### src/rtl/if_prefetch.sv
// Instruction-fetch front end: assembles little-endian 32-bit words from a
// narrow memory port and buffers them in a first-word-fallthrough queue.
module if_prefetch #(
  parameter int          MEM_W    = 8,
  parameter int          IQ_DEPTH = 4,
  parameter logic [31:0] RESET_PC = 32'h0
) (
  input  logic             clk,
  input  logic             rst,
  input  logic             stall_i,
  input  logic             branch_flag_i,
  input  logic [31:0]      branch_addr_i,
  output logic             mem_ce_o,
  output logic [31:0]      mem_addr_o,
  input  logic             mem_ready_i,
  input  logic [MEM_W-1:0] mem_rdata_i,
  output logic             if_valid_o,
  output logic [31:0]      if_inst_o,
  output logic [31:0]      if_pc_o
);

  localparam int BEATS  = 32 / MEM_W;
  localparam int PTR_W  = $clog2(IQ_DEPTH);
  localparam int CNT_W  = PTR_W + 1;
  localparam int BEAT_W = (BEATS > 1) ? $clog2(BEATS) : 1;
  localparam logic [31:0]       STEP      = 32'(MEM_W / 8);
  localparam logic [CNT_W-1:0]  DEPTH     = CNT_W'(IQ_DEPTH);
  localparam logic [BEAT_W-1:0] LAST_BEAT = BEAT_W'(BEATS - 1);

  typedef enum logic {FETCH, WAIT} state_t;

  state_t            state_reg;
  logic              mem_ce_reg;
  logic [31:0]       mem_addr_reg;
  logic [BEAT_W-1:0] beat_reg;
  logic [31:0]       asm_reg;
  logic [31:0]       asm_pc_reg;
  logic [PTR_W-1:0]  rd_ptr_reg;
  logic [PTR_W-1:0]  wr_ptr_reg;
  logic [CNT_W-1:0]  count_reg;

  logic [31:0] q_inst [IQ_DEPTH];
  logic [31:0] q_pc   [IQ_DEPTH];

  logic        accept;
  logic        last;
  logic        push;
  logic        pop;
  logic [31:0] push_word;
  logic [31:0] push_pc;
  logic        branch_addr_unused;

  assign branch_addr_unused = ^branch_addr_i[1:0];

  assign accept     = mem_ce_reg && mem_ready_i;
  assign last       = accept && (beat_reg == LAST_BEAT);
  assign push       = last && !branch_flag_i;
  assign if_valid_o = (count_reg != '0);
  assign pop        = if_valid_o && !stall_i;

  // The final beat is merged combinationally so the word is pushed on the
  // same edge that accepts it.
  always_comb begin
    push_word = asm_reg;
    push_word[(BEATS-1)*MEM_W +: MEM_W] = mem_rdata_i;
    push_pc = (beat_reg == '0) ? mem_addr_reg : asm_pc_reg;
  end

  always_ff @(posedge clk) begin
    if (push) begin
      q_inst[wr_ptr_reg] <= push_word;
      q_pc[wr_ptr_reg]   <= push_pc;
    end
  end

  assign if_inst_o  = if_valid_o ? q_inst[rd_ptr_reg] : 32'h0;
  assign if_pc_o    = if_valid_o ? q_pc[rd_ptr_reg]   : 32'h0;
  assign mem_ce_o   = mem_ce_reg;
  assign mem_addr_o = mem_addr_reg;

  always_ff @(posedge clk) begin
    if (rst) begin
      state_reg    <= FETCH;
      mem_ce_reg   <= 1'b0;
      mem_addr_reg <= RESET_PC;
      beat_reg     <= '0;
      asm_reg      <= '0;
      asm_pc_reg   <= '0;
      rd_ptr_reg   <= '0;
      wr_ptr_reg   <= '0;
      count_reg    <= '0;
    end else if (branch_flag_i) begin
      // Redirect flushes the queue and any partial word.
      state_reg    <= FETCH;
      mem_ce_reg   <= 1'b1;
      mem_addr_reg <= {branch_addr_i[31:2], 2'b00};
      beat_reg     <= '0;
      rd_ptr_reg   <= '0;
      wr_ptr_reg   <= '0;
      count_reg    <= '0;
    end else begin
      if (push) wr_ptr_reg <= wr_ptr_reg + 1'b1;
      if (pop)  rd_ptr_reg <= rd_ptr_reg + 1'b1;
      case ({push, pop})
        2'b10:   count_reg <= count_reg + 1'b1;
        2'b01:   count_reg <= count_reg - 1'b1;
        default: count_reg <= count_reg;
      endcase

      case (state_reg)
        FETCH: begin
          if (!mem_ce_reg) begin
            mem_ce_reg <= 1'b1;
          end else if (accept) begin
            mem_addr_reg <= mem_addr_reg + STEP;
            asm_reg[beat_reg*MEM_W +: MEM_W] <= mem_rdata_i;
            if (beat_reg == '0) asm_pc_reg <= mem_addr_reg;
            if (beat_reg == LAST_BEAT) begin
              beat_reg <= '0;
              // Only start another word if a slot will be free for it.
              if (!(((count_reg + CNT_W'(1)) < DEPTH) || pop)) begin
                state_reg  <= WAIT;
                mem_ce_reg <= 1'b0;
              end
            end else begin
              beat_reg <= beat_reg + 1'b1;
            end
          end
        end
        WAIT: begin
          if ((count_reg < DEPTH) || pop) begin
            state_reg  <= FETCH;
            mem_ce_reg <= 1'b1;
          end
        end
        default: state_reg <= FETCH;
      endcase
    end
  end

endmodule

### config.mk
export PLATFORM = sky130hd
export DESIGN_NAME = if_prefetch
export DESIGN_NICKNAME = d
export VERILOG_FILES = /design/src/rtl/if_prefetch.sv
export SDC_FILE = /design/constraint.sdc
export NUM_CORES = 1
export LEC_CHECK = 0
export ABC_AREA = 1
export CAP_MARGIN = 20
export CORE_MARGIN = 5
export CORE_UTILIZATION = 62
export DETAILED_ROUTE_END_ITERATION = 8
export PLACE_DENSITY = 0.85
export SETUP_SLACK_MARGIN = 0.1
export SYNTH_ARGS = -nofsm -noshare
export SYNTH_HDL_FRONTEND = slang
export SYNTH_SLANG_ARGS = --single-unit
### constraint.sdc
create_clock -name clk -period 11.45 [get_ports clk]
set_input_delay 2.29 -clock clk [delete_from_list [all_inputs] [get_ports clk]]
set_output_delay 2.29 -clock clk [all_outputs]
set_load 0.005 [all_outputs]
**Run 1: cell area per tile**

Drawn at 2 px/um. The die is cut into 17 by 17 equal tiles; dark blue is low, red is high, 0 to 100% covered.
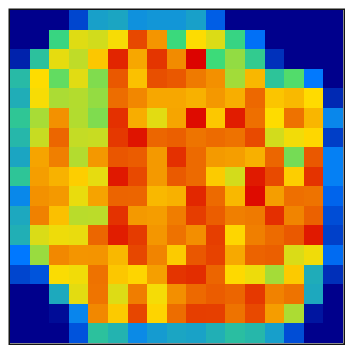
The densest ninth of the die: middle. 52% of the tiles are over 75% full. The emptiest ninth of the die: top right. 10% of the tiles are nearly empty.

**Run 1: M4 wires**

Drawn at 2 px/um. Supply wires on this layer in grey.
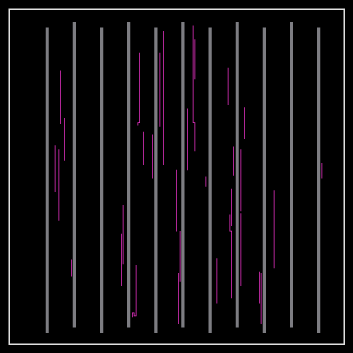
The longest straight run is 66.6 um. 25 nets have wire on it. The layer carries 863 um of wire.

**Run 1: clock network drawn from the DEF**

Drawn at 2 px/um.
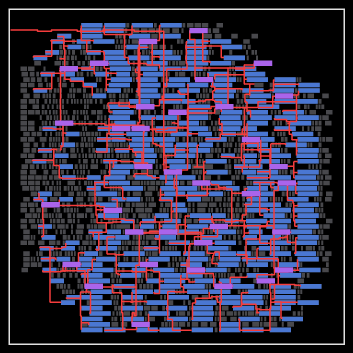
cells driving clock nets: drawn in purple, count 35. clock wires: drawn in red, length 3,650 um. flip-flops: drawn in blue, count 357.
There are 36 routed clock nets.

==> results.toml, run 1 <==
# physical design summary
[status]
status = "complete, no violations"

[clock_tree]
cts.clk_slew.worst_paths_ns = 0.06
clockBufferDepth = 3
postCtsHoldBufs = 0
clockRootBuffer = "clkbuf_16"

[floorplanning]
io_pins = 143
chipWidth_um = 167
dieArea_mm2 = 0.0278

[timing]
setup_tns_ns = 0
rsz0062_at_grt = "no"
setup_viol = 0
fin_crit_sh_pct = 50.2

[global_routing]
grt.total_usage_pct = 26.0
grt_overflow = 0

[synth]
synthesis.area_mm2 = 0.0152
syn_inst = 1530
synthFlopType = "edfxtp_1"
synth_area_per_cell_um2 = 9.95
ys_ff = 357

[layout]
top_regs = "q_inst x128, q_pc x128"
comb_area_mm2 = 0.00473
instances_no_fill = 1987

[power_and_ir_drop]
max-vdd-ir-drop_v = 0.0000895
cellLeakagePower_nw = 6.17

[place]
globalplace.congestion = 0.874

[setup_path]
reg2reg_slack_ns = 8.31
setup.worst_path.end_class = "output pin"
path_class = "reg2out"

[job]
warnings = 37

[detailed_routing]
first_iter_violations = 1098
==> run 1: cell families after synthesis <==
kind of cell / synth area share, %
fa+ha+maj: 1.15
compound gates: 14.2
xor+xnor: 0.288
buf+inv: 5.37
flops: 63.8
simple gates: 15.3
==> run 1: cell type report <==
| type | instances | share of cell area [%] |
|---|---|---|
| multi-input cells | 987 | 26.5 |
| inverters | 101 | 2.15 |
| clock buffers | 48 | 5.46 |
| well taps | 324 | 2.27 |
| clock inverters | 16 | 0.694 |
| flip-flops and latches | 357 | 54.4 |
| repair buffers | 154 | 8.44 |
==> run 1: worst max-delay path, stage by stage (launching register included) <==
cell and delay (ns):
dfxtp_4 0.50, inv_2 0.58, buf_4 0.71, o21ai_0 0.21
a21oi_1 0.33, clkdlybuf4s50_1 0.57
==> run 1: metal layers <==
layer | vias to the layer above | track usage [%] | routed length, um
li1 | 5478 | - | -
met2 | 620 | 44.4 | 18100
met3 | 73 | 4.55 | 3380
met4 | 0 | 8.86 | 863
met5 | - | 0 | 0
met1 | 5552 | 34.1 | 14400
==> run 1: power by group <==
group          switching (mW)  total [mW]  leakage [nW]  internal, mW
registers              0.0174        1.41          3.05          1.39
logic                  0.0634       0.106          2.57        0.0430
clock network           0.471        1.10         0.545         0.625
==> run 1: cell usage in the layout, fill, tap and decap left out, drive strengths merged <==
cell type and count:
o21a 1, nand3b 1, bufinv 1, a211oi 1, or2 3, xnor2 1, nand2 154, inv 105
o211ai 2, o21ai 217, clkbuf 48, a22oi 23, nand3 36, a31oi 6, edfxtp 256, clkdlybuf4s50 140
xor2 4, ha 14, buf 14, nor3 10, o21bai 1, nor2 340, and2 2, nand4 9
dfxtp 101, clkinv 11, a21oi 162
==> run 1: Yosys cell counts, types with 5 or more instances <==
library cell / n / area (um^2)
a21oi_1: 159 / 796
a22oi_1: 23 / 173
a31oi_1: 6 / 37.5
buf_1: 13 / 48.8
buf_2: 25 / 125
clkbuf_1: 37 / 139
clkbuf_8: 5 / 68.8
dfxtp_1: 101 / 2020
edfxtp_1: 256 / 7690
ha_1: 14 / 175
inv_1: 95 / 357
inv_2: 5 / 18.8
nand2_1: 142 / 533
nand2_2: 6 / 37.5
nand2_4: 6 / 67.6
nand3_1: 36 / 180
nand4_1: 9 / 56.3
nor2_1: 327 / 1230
nor2_4: 8 / 90.1
nor3_1: 10 / 50.1
o21ai_0: 208 / 1040
o21ai_1: 9 / 45.0
==> run 1: through the flow <==
step	utilization, %	worst slack [ns]	total power [mW]
after floorplan	-	5.53	1.49
after global placement	69.1	6.23	1.54
after detailed placement	69.1	6.16	1.54
after CTS	73.6	5.66	2.62
after global routing	73.6	5.45	2.69
final	73.6	5.70	2.61
==> run 1: final timing paths <==
check / end / cells past startpoint
hold reg to reg: asm_pc_reg[7]$_SDFFE_PP0P_ / 2
setup / recovery: if_pc_o[15] / 5
setup reg to reg: q_pc[3][3]$_DFFE_PP_ / 6
hold / removal: asm_pc_reg[7]$_SDFFE_PP0P_ / 2
**Run 1: congestion heat map**

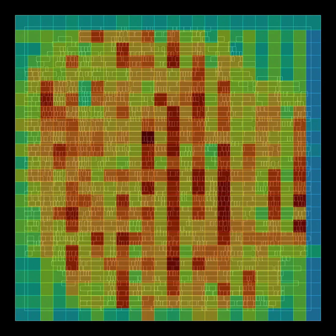

==> run 1 -> run 2 <==
Settings changed: CORE_UTILIZATION 62 to 57, PLACE_DENSITY 0.85 to 0.79.
Clock period 11.45 ns to 5.35 ns, I/O delays scaled along.
**Run 2: congestion heat map**

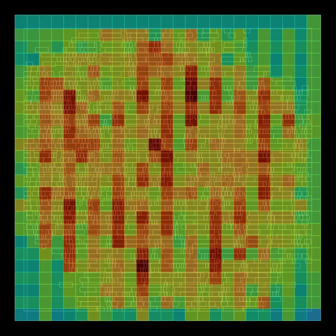
GR Util met2: 39.7%
GRT busiest layer: met2
M3 GR Usage: 4.49%
Routed WL per cell: 17.8 um
overall routing resource usage: 23.3%

==> run 2 against run 1 <==
  * Register-to-register slack got worse by 5.7 ns
  * Global-route usage shrank 2.7 points
  * Synthesized area unchanged
  * Die area rose by 8.2%
  * Combinational power is 120% higher
  * Sequential share of layout area shrank 0.25 points
  * Flip-flop count is the same
  * Non-clock buffer count up 1
  * Sequential power is 110% higher
  * Clock power increased by 110%
==> results.toml, run 2 <==
# physical design summary
[status]
status = "complete, no violations"

[layout]
final_cell_mix = "323 x nor2_1, 256 x edfxtp_1, 208 x o21ai_0, 159 x a21oi_1, 142 x nand2_1"
final_common_cell = "nor2_1"

[setup_path]
max_stage_delay_ns = 0.78
path_class = "reg2out"
setup.worst_path.end_class = "output pin"
worst-path-buf-inv = 2
crit_chain = "buf_4, nor2_1, nor2_1, o21ai_0, a21oi_1, clkdlybuf4s50_1"
reg2reg_to = "asm_reg[1]$_SDFFE_PP0P_"

[clock_tree]
postCtsHoldBufs = 0
clockRootBuffer = "clkbuf_16"

[synth]
synthFlopType = "edfxtp_1"
synth_area_per_cell_um2 = 9.95
synth_top_cell_by_count = "nor2_1"
synthesis.area_mm2 = 0.0152
syn_inst = 1530

[timing]
setup_tns_ns = 0

[detailed_routing]
first_iter_violations = 1000

[worst_hold_path]
holdPathStages = 2

[power_and_ir_drop]
p_int_mw = 4.41
p_total_mw = 5.57
run 2: netlist changes by cell type in the layout (fill, tap and decap cells not counted), moves of 3 or more:
cell / delta
clkbuf_1: -3
buf_4: -4
buf_12: +5
clkinvlp_4: +3
inv_6: -3
run 2: worst max path at each step:
stage                     start                     end  slack, ns  depth (start not counted)
finish                     flop             if_pc_o[12]       1.02                          6
global route               flop           if_inst_o[10]       0.85                          6
CTS                        flop             if_pc_o[12]       1.02                          6
detailed placement         flop             if_pc_o[12]       1.57                          6
global placement           flop             if_pc_o[17]       1.63                          6
floorplan           mem_ready_i  q_inst[0][0]$_DFFE_PP_       0.65                          4
run 2: cell type report:
| type | instances | area, um^2 |
|---|---|---|
| flip-flops and latches | 357 | 9710 |
| fillers | 1909 | 8280 |
| multi-input cells | 987 | 4730 |
| repair buffers | 155 | 1580 |
| clock buffers | 47 | 1010 |
| well taps | 335 | 419 |
| inverters | 101 | 384 |
| clock inverters | 16 | 85.1 |
run 2: per-layer routing:
| metal | share of wire [%] | global-route usage (%) | up-vias |
|---|---|---|---|
| li1 | - | - | 5456 |
| met3 | 7.5 | 4.49 | 61 |
| met5 | 0 | 0 | - |
| met2 | 49 | 39.7 | 431 |
| met1 | 42 | 30.6 | 5282 |
| met4 | 2.0 | 6.92 | 0 |
run 2: cells by family after synthesis:
family,Yosys count,share of synthesized area [%]
flip-flops,357,63.8
AND/OR/NAND/NOR,555,15.3
adder cells (fa/ha/maj),14,1.15
buffers and inverters,186,5.37
AND-OR/OR-AND,413,14.2
XOR/XNOR,5,0.288
run 2: power groups by stage:
stage               clock network [mW]  logic [mW]  registers [mW]
floorplan                            0       0.125            3.07
global placement                     0       0.216            3.08
detailed placement                   0       0.223            3.08
CTS                               2.35       0.226            3.02
global route                      2.48       0.252            3.02
finish                            2.32       0.228            3.02
run 2: stage by stage:
stage | worst slack, ns | instance area [um^2] | hold WS (ns) | utilization [%]
2_1_floorplan | 0.653 | 15200 | 0.424 | -
5_1_grt | 0.848 | 17900 | 0.466 | 68.4
4_1_cts | 1.02 | 17900 | 0.452 | 68.4
3_5_place_dp | 1.57 | 16800 | 0.442 | 64.2
3_3_place_gp | 1.63 | 16800 | 0.432 | 64.2
6_report | 1.02 | 17900 | 0.449 | 68.4
run 2: worst min-delay path: stages, from the launching register on:
cell and delay [ns]:
dfxtp_1 0.30, inv_1 0.05, a21oi_1 0.05
Power is estimated from default activity; no workload was simulated.
